==> config.mk <==
export PLATFORM = sky130hd
export DESIGN_NAME = fifo_param_fc
export DESIGN_NICKNAME = d
export VERILOG_FILES = /design/src/rtl/fifo_param_fc.sv
export SDC_FILE = /design/constraint.sdc
export NUM_CORES = 1
export LEC_CHECK = 0
export CAP_MARGIN = 15
export CORE_UTILIZATION = 32
export CTS_CLUSTER_SIZE = 14
export DETAILED_ROUTE_END_ITERATION = 7
export PLACE_DENSITY = 0.57
export SYNTH_ARGS = -nofsm -noshare
export SYNTH_HDL_FRONTEND = slang
export SYNTH_SLANG_ARGS = --single-unit
==> constraint.sdc <==
create_clock -name clk -period 3 [get_ports clk]
set_clock_uncertainty 0.15 [all_clocks]
set_input_delay 0.45 -clock clk [delete_from_list [all_inputs] [get_ports clk]]
set_output_delay 0.45 -clock clk [all_outputs]
set_load 0.02 [all_outputs]
==> src/rtl/fifo_param_fc.sv <==
// Parametrised synchronous FIFO with programmable almost-full/almost-empty
// thresholds, hysteretic Pausa back-pressure, occupancy count and sticky error.
module fifo_param_fc #(
  parameter int DW    = 6,
  parameter int DEPTH = 16,
  parameter int AW    = $clog2(DEPTH)
) (
  input  logic          clk,
  input  logic          reset_L,
  input  logic          push,
  input  logic          pop,
  input  logic [DW-1:0] Fifo_Data_in,
  input  logic [AW:0]   af_th,
  input  logic [AW:0]   ae_th,
  input  logic          err_clr,
  output logic [DW-1:0] Fifo_Data_out,
  output logic          Fifo_Empty,
  output logic          Fifo_Full,
  output logic          Almost_Full,
  output logic          Almost_Empty,
  output logic          Fifo_Error,
  output logic          Pausa,
  output logic [AW:0]   count
);

  localparam logic [AW:0] C_DEPTH = (AW+1)'(DEPTH);

  logic [DW-1:0] r_mem [DEPTH];
  logic [AW-1:0] r_wr_ptr;
  logic [AW-1:0] r_rd_ptr;
  logic [AW:0]   r_count;
  logic [DW-1:0] r_data_out;
  logic          r_error;
  logic          r_pausa;

  logic          w_full;
  logic          w_empty;
  logic          w_push_ok;
  logic          w_pop_ok;
  logic          w_err_event;
  logic [AW:0]   w_next_count;

  assign w_full  = (r_count == C_DEPTH);
  assign w_empty = (r_count == '0);

  // push+pop on a full FIFO is accepted; pop on empty is rejected (no bypass)
  assign w_push_ok   = push & (~w_full | pop);
  assign w_pop_ok    = pop & ~w_empty;
  assign w_err_event = (push & w_full & ~pop) | (pop & w_empty);

  always_comb begin
    w_next_count = r_count;
    if (w_push_ok && !w_pop_ok)
      w_next_count = r_count + 1'b1;
    else if (!w_push_ok && w_pop_ok)
      w_next_count = r_count - 1'b1;
  end

  // Storage is intentionally left unreset; count alone defines validity.
  always_ff @(posedge clk) begin
    if (w_push_ok)
      r_mem[r_wr_ptr] <= Fifo_Data_in;
  end

  always_ff @(posedge clk or negedge reset_L) begin
    if (!reset_L) begin
      r_wr_ptr   <= '0;
      r_rd_ptr   <= '0;
      r_count    <= '0;
      r_data_out <= '0;
      r_error    <= 1'b0;
      r_pausa    <= 1'b0;
    end else begin
      if (w_push_ok)
        r_wr_ptr <= r_wr_ptr + 1'b1;
      if (w_pop_ok) begin
        r_data_out <= r_mem[r_rd_ptr];
        r_rd_ptr   <= r_rd_ptr + 1'b1;
      end
      r_count <= w_next_count;

      // A fresh error in the clear cycle keeps the flag set
      if (w_err_event)
        r_error <= 1'b1;
      else if (err_clr)
        r_error <= 1'b0;

      if (w_next_count >= af_th)
        r_pausa <= 1'b1;
      else if (w_next_count <= ae_th)
        r_pausa <= 1'b0;
    end
  end

  assign Fifo_Data_out = r_data_out;
  assign Fifo_Empty    = w_empty;
  assign Fifo_Full     = w_full;
  assign Almost_Full   = (r_count >= af_th);
  assign Almost_Empty  = (r_count <= ae_th);
  assign Fifo_Error    = r_error;
  assign Pausa         = r_pausa;
  assign count         = r_count;

endmodule
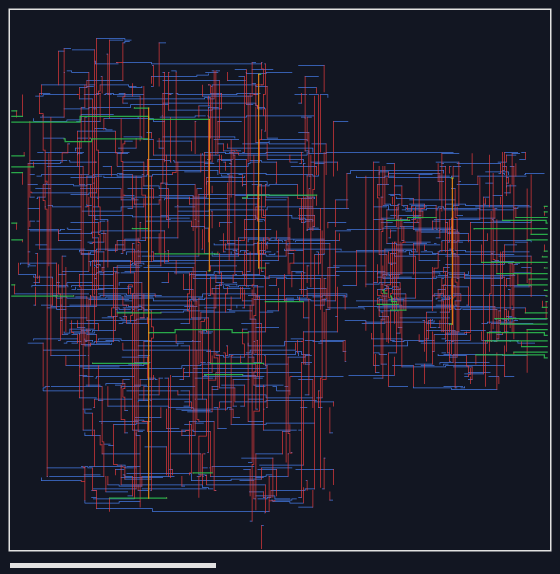
metal_stack.png
Bar = 50 um.
[green] met3 | wire length: 462 um
[red] met2 | wire length: 5570 um
[orange] met4 | wire length: 214 um
[blue] met1 | wire length: 5220 um
Avg WL per Cell: 18.3 um
WL final: 11500 um
GRT Util Overall: 14.8%
total number of vias: 3043

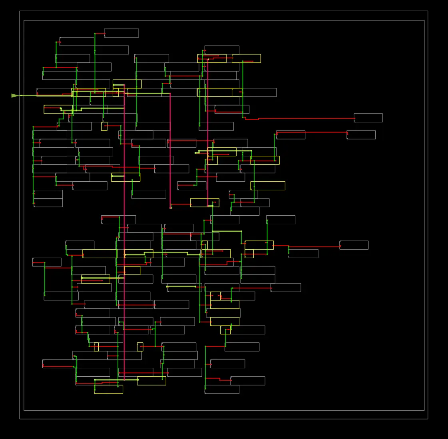
final_clocks.png
Clk Latency, worst-skew pair: 0.41 ns
clk sinks: 117
seq_cells: 117
total CTS buffers: 17

==> reports/metrics.csv <==
metric,value,unit
net count after synthesis,378,
Synth Area in Compound Gates,6.00,%
"area leader, netlist",edfxtp_1,
CTS H-tree lvls,4,
placed inst area,6090,sq um
Fmax,0.343,GHz
final instance area,6740,sq um
maxcap violations,0,
DIE WIDTH,131,um
I/O Pins,38,
die height,131,um
synthesized instance count,330,
Reg2Reg Setup Slack,0.09,ns
share of post-route cells with drive strength above 1,27.7,%
tool warnings,30,
R2R depth,13,
Netlist cell types,38,
first-pass GRT wire length,17900,um
vias in the first global route,3197,
Yosys reg bits,117,
DR vias/cell,4.85,
CTS tree,built,
standard-cell row count,46,
Post-CTS Setup Inserts,2,
Final setup viols,0,
pin count of the biggest net entering global routing,22,
Commonest Layout Cell,edfxtp_1,
crit path launch,count[0]$_DFF_PN0_,
total power,6.77,mW
Clock Tree Root,clkbuf_16,
CTS Buffer Depth,2,
Max-area cell share,54.3,%
power density over the cells,1010,nW/um^2
Worst R2R End,Pausa$_DFFE_PN0P_,
Pleak,2.45,nW
Main logic family,multiplexers,
initial antenna violation count,0,
"Warnings, synthesis",0,
Clock Pin Slew Worst Setup and Hold Paths,0.05,ns
worst hold path class,in2async,
Reg-to-Reg Start,count[0]$_DFF_PN0_,
Worst Tran Pin Value,0.967,ns
crit-path max FO,6,
post-CTS sizing,2,
status,completed,
slew margin rel.,35.5,%
Core Footprint,16100,sq um
ANT cells,0,
Yosys chip area,5310,sq um
drt initial violations,159,
leading cell types by total area after synthesis,"edfxtp_1 54%, mux4_2 10%, dfrtp_1 9.9%, ha_1 6.4%, a2111oi_2 1.7%",
Peak VDD IR,453,uV
P&R area growth vs syn,26.8,%
cell total in the yosys stat output,330,
"Adder Share, Synth",6.36,%
Worst EP arrival,3.06,ns
Synth Area in XOR/XNOR,1.65,%
Top Layout Cells,"96 x edfxtp_1, 35 x clkdlybuf4s50_1, 30 x buf_4",
"mux frac, synth",11.4,%
hold slack,0.242,ns
Post-synth EDFFs,96,
nets@finish,447,
cell area after synthesis,5310,sq um
max-slew violations,0,
Util after Layout,42.0,%
# DRC,0,
CP required,3.14,ns
GR Overflow Total,0,
Async SR Flop Fraction,17.9,%
final hold vios,0,
Synth Seq Share,64.1,%
"Simple Share, Synth",7.30,%
cts hold-fix bufs,0,
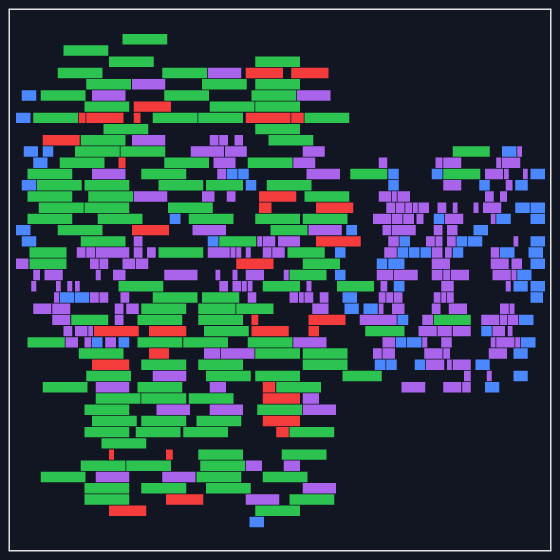
cell_classes.png
[blue] other buffers and delay cells | cells: 68
[purple] all other logic | cells: 195
[green] flip-flops | cells: 117
[red] clock drivers and dummy loads | cells: 32

## layer usage
metal	global-route usage, %	routed length, um
met1	19.0	5220
met2	23.9	5570
met3	3.34	462
met4	6.90	213
met5	0	0
## stage by stage
stage,setup slack (ns),cells
floorplan,0.00328,330
global placement,-0.0364,593
detailed placement,-0.0665,593
CTS,0.00292,627
global route,-0.0283,628
finish,0.0851,628
## how the worst max path moves through the flow
stage | endpoint | depth (start not counted)
6_report | Pausa$_DFFE_PN0P_ | 13
3_5_place_dp | Almost_Empty | 9
4_1_cts | Pausa$_DFFE_PN0P_ | 12
5_1_grt | Pausa$_DFFE_PN0P_ | 13
3_3_place_gp | Almost_Full | 8
2_1_floorplan | Pausa$_DFFE_PN0P_ | 13
## critical path, stage by stage (launching register included)
cell and delay [ns]:
dfrtp_2 0.42, inv_4 0.06, ha_4 0.13, or3b_4 0.40, o21ai_4 0.24, buf_6 0.14
a21oi_2 0.05, o21ai_1 0.11, o21ai_2 0.11, ha_1 0.32, a21o_1 0.20, a21oi_2 0.11
o21ai_1 0.07, a311o_1 0.30
## report_power, final
part           internal (mW)  switching [mW]  total, mW
sequential              2.04           0.257       2.30
clock                   1.32           0.702       2.02
combinational           1.24            1.22       2.45
total                   4.60            2.18       6.77
## cell type report
| type | instances | area (sq um) | area share (%) |
|---|---|---|---|
| inverters | 15 | 58.8 | 0.873 |
| clock inverters | 13 | 158 | 2.34 |
| well taps | 216 | 270 | 4.01 |
| multi-input cells | 180 | 1790 | 26.6 |
| flip-flops and latches | 117 | 3410 | 50.6 |
| repair buffers | 68 | 604 | 8.97 |
| clock buffers | 19 | 443 | 6.57 |
## registers in the layout (all words and copies together), names as in the netlist
name / count
r_wr_ptr: 4
Fifo_Data_out: 6
count: 5
r_mem: 96
r_rd_ptr: 4
Pausa: 1
Fifo_Error: 1
Power is estimated from default activity; no workload was simulated.
